==> config.mk <==
export PLATFORM = sky130hd
export DESIGN_NAME = serial_subtractor
export DESIGN_NICKNAME = d
export VERILOG_FILES = /design/src/rtl/serial_sub_pkg.sv /design/src/rtl/full_subtractor.sv /design/src/rtl/serial_subtractor.sv
export SDC_FILE = /design/constraint.sdc
export NUM_CORES = 1
export LEC_CHECK = 0
export CAP_MARGIN = 20
export CELL_PAD_IN_SITES_DETAIL_PLACEMENT = 1
export CELL_PAD_IN_SITES_GLOBAL_PLACEMENT = 1
export CORE_MARGIN = 1
export CORE_UTILIZATION = 45
export DETAILED_ROUTE_END_ITERATION = 16
export PLACE_DENSITY_LB_ADDON = 0.12
export SLEW_MARGIN = 20
export SYNTH_ARGS = -nofsm -noshare
export SYNTH_HDL_FRONTEND = slang
export SYNTH_SLANG_ARGS = --single-unit
==> constraint.sdc <==
create_clock -name clk -period 2.65 [get_ports clk]
set_clock_uncertainty 0.1 [all_clocks]
set_input_delay 0.53 -clock clk [delete_from_list [all_inputs] [get_ports clk]]
set_output_delay 0.53 -clock clk [all_outputs]
set_load 0.03 [all_outputs]
==> src/rtl/serial_sub_pkg.sv <==
// Shared definitions for the bit-serial subtractor: FSM encoding and default width.
package serial_sub_pkg;

  typedef enum logic [1:0] {
    IDLE  = 2'd0,
    SHIFT = 2'd1,
    DONE  = 2'd2
  } state_t;

  localparam int DEFAULT_WIDTH = 8;

endpackage

==> src/rtl/full_subtractor.sv <==
// One-bit full subtractor cell: d = a - b - bin, with borrow out.
module full_subtractor (
  input  logic a,
  input  logic b,
  input  logic bin,
  output logic d,
  output logic bout
);

  assign d    = a ^ b ^ bin;
  assign bout = (~a & b) | (~(a ^ b) & bin);

endmodule

==> src/rtl/serial_subtractor.sv <==
// Bit-serial subtractor: computes a-b one bit per clock, LSB first, through a
// single full-subtractor cell. Reports difference, final borrow and signed
// overflow with a one-cycle done pulse.
module serial_subtractor
  import serial_sub_pkg::*;
#(
  parameter int WIDTH = DEFAULT_WIDTH
) (
  input  logic             clk,
  input  logic             rst_n,
  input  logic             start,
  input  logic [WIDTH-1:0] a,
  input  logic [WIDTH-1:0] b,
  output logic             busy,
  output logic             done,
  output logic [WIDTH-1:0] d,
  output logic             bout,
  output logic             ovf
);

  localparam int CNT_W = $clog2(WIDTH + 1);

  state_t             state;
  state_t             state_nxt;
  logic [WIDTH-1:0]   a_sr;
  logic [WIDTH-1:0]   b_sr;
  logic [WIDTH-1:0]   r_sr;
  logic [WIDTH-1:0]   r_nxt;
  logic [CNT_W-1:0]   cnt;
  logic               brw;
  logic               a_msb;
  logic               b_msb;
  logic               cell_d;
  logic               cell_bout;
  logic               last_bit;

  full_subtractor u_cell (
    .a    (a_sr[0]),
    .b    (b_sr[0]),
    .bin  (brw),
    .d    (cell_d),
    .bout (cell_bout)
  );

  // The result register fills from the MSB side, so after WIDTH shifts bit 0 sits at bit 0.
  assign r_nxt    = {cell_d, r_sr[WIDTH-1:1]};
  assign last_bit = (cnt == CNT_W'(WIDTH - 1));

  // Next-state and status outputs derived from the current state.
  always_comb begin
    state_nxt = state;
    busy      = 1'b0;
    done      = 1'b0;
    case (state)
      IDLE: begin
        if (start) state_nxt = SHIFT;
      end
      SHIFT: begin
        busy = 1'b1;
        if (last_bit) state_nxt = DONE;
      end
      DONE: begin
        busy      = 1'b1;
        done      = 1'b1;
        state_nxt = IDLE;
      end
      default: state_nxt = IDLE;
    endcase
  end

  // All sequential state: FSM, operand/result shifters, borrow, counter and published results.
  always_ff @(posedge clk or negedge rst_n) begin
    if (!rst_n) begin
      state <= IDLE;
      a_sr  <= '0;
      b_sr  <= '0;
      r_sr  <= '0;
      cnt   <= '0;
      brw   <= 1'b0;
      a_msb <= 1'b0;
      b_msb <= 1'b0;
      d     <= '0;
      bout  <= 1'b0;
      ovf   <= 1'b0;
    end else begin
      state <= state_nxt;
      case (state)
        IDLE: begin
          if (start) begin
            a_sr  <= a;
            b_sr  <= b;
            r_sr  <= '0;
            cnt   <= '0;
            brw   <= 1'b0;
            a_msb <= a[WIDTH-1];
            b_msb <= b[WIDTH-1];
          end
        end
        SHIFT: begin
          a_sr <= a_sr >> 1;
          b_sr <= b_sr >> 1;
          r_sr <= r_nxt;
          brw  <= cell_bout;
          cnt  <= cnt + CNT_W'(1);
          // Results are published only once, on the final bit, so they hold between operations.
          if (last_bit) begin
            d    <= r_nxt;
            bout <= cell_bout;
            ovf  <= (a_msb != b_msb) && (cell_d != a_msb);
          end
        end
        default: ;
      endcase
    end
  end

endmodule

Fig. 1: layout detail
Region (13, 27) to (53, 67) µm. Cells in gray, sequential cells in the stronger gray; small squares are vias.
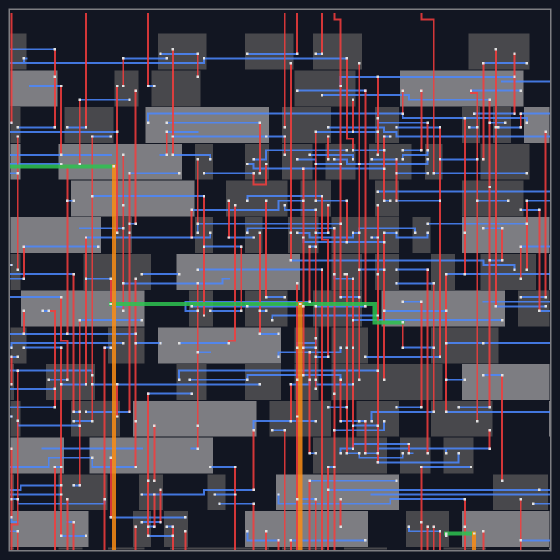
layer	color
metal 3	green
metal 4	orange
metal 1	blue
metal 2	red
sequential cells in the window	17
netlist names of flops here include	a_sr (4), cnt (4), b_sr (2)
cells with their middle in the window	81
most frequent	dfrtp_1 (17), nand2_1 (9), clkdlybuf4s50_1 (7)

Fig. 2: routing congestion
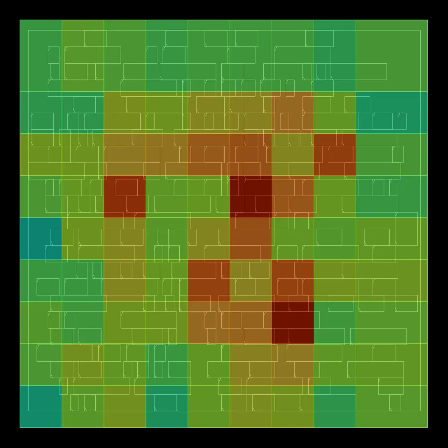
gr busiest metal: met2
met2 usage: 33.59%
Util after Layout: 57.55%
GR Layer Usage met1: 26.21%
met3 GRT Util: 5.137%

==> results.cfg <==
; physical design summary
[run_status]
outcome = completed

[clock_network]
cts_setup_buffers = 0
htreeDepth = 2
clk_latency_ns = 0.29
ctsResizeCount = 0
clkSinkCount = 42
clock_path_buffers = 2
root_buffer = clkbuf_8
cts.hold.buffers_added = 0
clk_pin_slew_ns = 0.08
cts_tree = done

[synthesis]
syn_area_um2 = 1899
synth.top_cell.area_share_pct = 55.34
ff_type = dfrtp_1
ys_async_sr_fraction_pct = 100.0
area_leaders = dfrtp_1, mux2i_1, nand2_1, o21ai_1, a22o_1
ys_ff = 42
yosys_warnings = 0
ys_types = 27
adder_share_pct = 4.348
ys_sh_aoi_pct = 12.25
edf_count = 0
simple_gate_share_pct = 10.08
ys_cells = 162
ys_sh_mux_pct = 14.43
synth-xor-area-share_pct = 0
synthesis.nets = 187
synthCells = 162
topCombFamilyByArea = multiplexers
syn_avg_cell_area_um2 = 11.72
ys_chip_area_um2 = 1899
ys_seq_share_pct = 55.34
largest_area_cell = dfrtp_1

[global_routing]
track_usage_pct = 20.83
antenna_found_initial = 0
grt_pass1_wl_mm = 6.693
grt_max_degree = 43
grt_pass1_vias = 1363
gr-total-overflow = 0

[die]
ios = 31
chip_area_um2 = 4484
die_h_um = 66.97
rows = 23
die_w_um = 66.97
coreArea_um2 = 4029
fp_util_pct = 47.14

[routing]
vias = 1296
firstDrtPassIters = 4
drt_iter0_drc = 66
drt_wl_total_mm = 3.884
wire_per_inst_um = 16.05
vias_per_cell = 5.355
antenna_left = 0
drcViolationCount = 0

[finish]
layout.nets = 217
diodes = 0
reg.largest.list = a_sr: 8 flops, b_sr: 8 flops, d: 8 flops
lay_top_count = dfrtp_1
final_layout_top_logic_cells = dfrtp_1, clkdlybuf4s50_1, nand2_1
fill_cells = 420
stdcell_count = 242
final_layout_size_suffix_gt1_share_pct = 9.896
comb_area_um2 = 793.3

[power_and_ir_drop]
ir_drop_v = 0.0004385
power_density_nw_per_um2 = 1029
p_leak_nw = 1.065

[worst_setup_path]
critical_path_class = flop to output port
crit_slowest_cell = clkdlybuf4s50_1
crit_chain = inv_1 > ha_1 > clkdlybuf4s50_1
critPathArrivalTime_ns = 1.79
worstPathMaxFanout = 4
cp-start-kind = flop
crit_family = buffers and inverters
critPathBufInv = 2
slowest_delay_ns = 0.68
worstPathRequired_ns = 2.02
end_kind = output port

[placed_design]
placed_cells = 235
gp_congestion = 0.7760
dp_hpwl_mm = 2.819
port-buffer-count = 30

[timing]
final-setup-viol-count = 0
relSlewSlack_pct = 38.61
final.period_utilization_pct = 91.36
tightest_slew_ns = 0.9209
finalHoldViolCount = 0
drv_slew = 0
period_minus_slack_ns = 2.421
clock.fmax_mhz = 413.1
rsz0062_at_grt = no

[flow_run]
warnings = 29
max_cap_viol_count = 0

[hold_path]
hp-class = primary input to async pin
Fig. 3: sequential cells grouped by signal name
(8 px per µm) Other sequential cells in the stronger gray, the rest of the logic in the fainter gray.
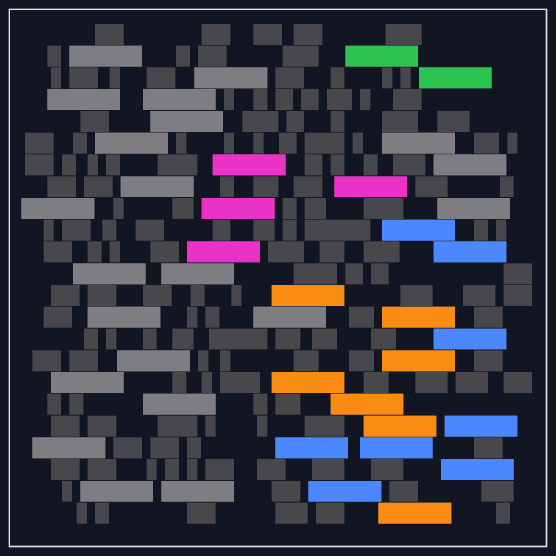
name in the netlist	color	placed flops
d	blue	8
cnt	magenta	4
state	green	2
r_sr	orange	7
Seq area share: 45.33%
Seq. cell area: 1051 µm²
sequential power: 1.00 mW

Fig. 4: metal 2
(4 px per µm)
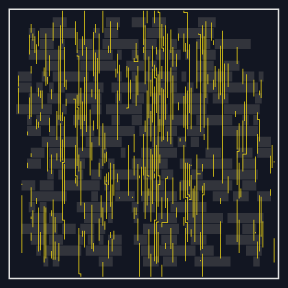
main direction	vertical
nets with wire on the layer	197
longest straight run	38.1 µm

[cell families (layout without fill, tap and decap cells)]
group,count (synthesis),in the layout
adder cells (fa/ha/maj),6,6
multiplexers,26,26
flip-flops,42,42
AND-OR/OR-AND,37,37
AND/OR/NAND/NOR,37,37
buffers and inverters,14,44
[layer usage]
metal | vias to the layer above | track usage, % | share of wire [%]
li1 | 625 | - | -
met1 | 639 | 26.21 | 44
met2 | 26 | 33.59 | 50
met3 | 6 | 5.137 | 3.2
met4 | 0 | 9.309 | 2.2
met5 | - | 0 | 0
[path summary, 6_finish.rpt]
path	start	to	slack [ns]	cells after the start
worst max-delay path	state[0]	busy	0.23	3
worst min-delay path	rst_n	r_sr[3]	0.26	1
worst max register to register	state[1]	d[1]	0.57	4
worst min register to register	b_sr[1]	b_sr[1]	0.39	2
max in group asynchronous	rst_n	a_sr[7]	1.61	1
min in group clk	b_sr[1]	b_sr[1]	0.39	2
[stage by stage]
step           power [mW]  worst slack [ns]  hold WS, ns  utilization [%]  instance area (µm²)
2_1_floorplan       1.707             1.069       0.1344                -                 1899
3_3_place_gp        1.932            0.5590       0.3672            55.59                 2240
3_5_place_dp        2.023            0.4968       0.3752            55.59                 2240
4_1_cts             2.419            0.2097       0.3033            57.55                 2318
5_1_grt             2.564            0.1732       0.3464            57.55                 2318
6_report            2.385            0.2291       0.2634            57.55                 2318
[where the power goes]
group          switching [mW]  leakage [nW]  internal [mW]  total [mW]
Clock                   0.214        0.0438          0.177       0.391
Combinational           0.552         0.469          0.440       0.992
Sequential              0.148         0.552          0.854        1.00
[area by class of cell]
type                       instances  area share (%)
clock buffer                       5           2.968
clock inverter                     2          0.4317
inverter                           4          0.6476
multi-input combinational        106           34.21
sequential                        42           45.33
tap                               50           2.698
timing repair buffer              33           13.71
Power figures rest on the tool's default switching activity, not on a simulated workload.
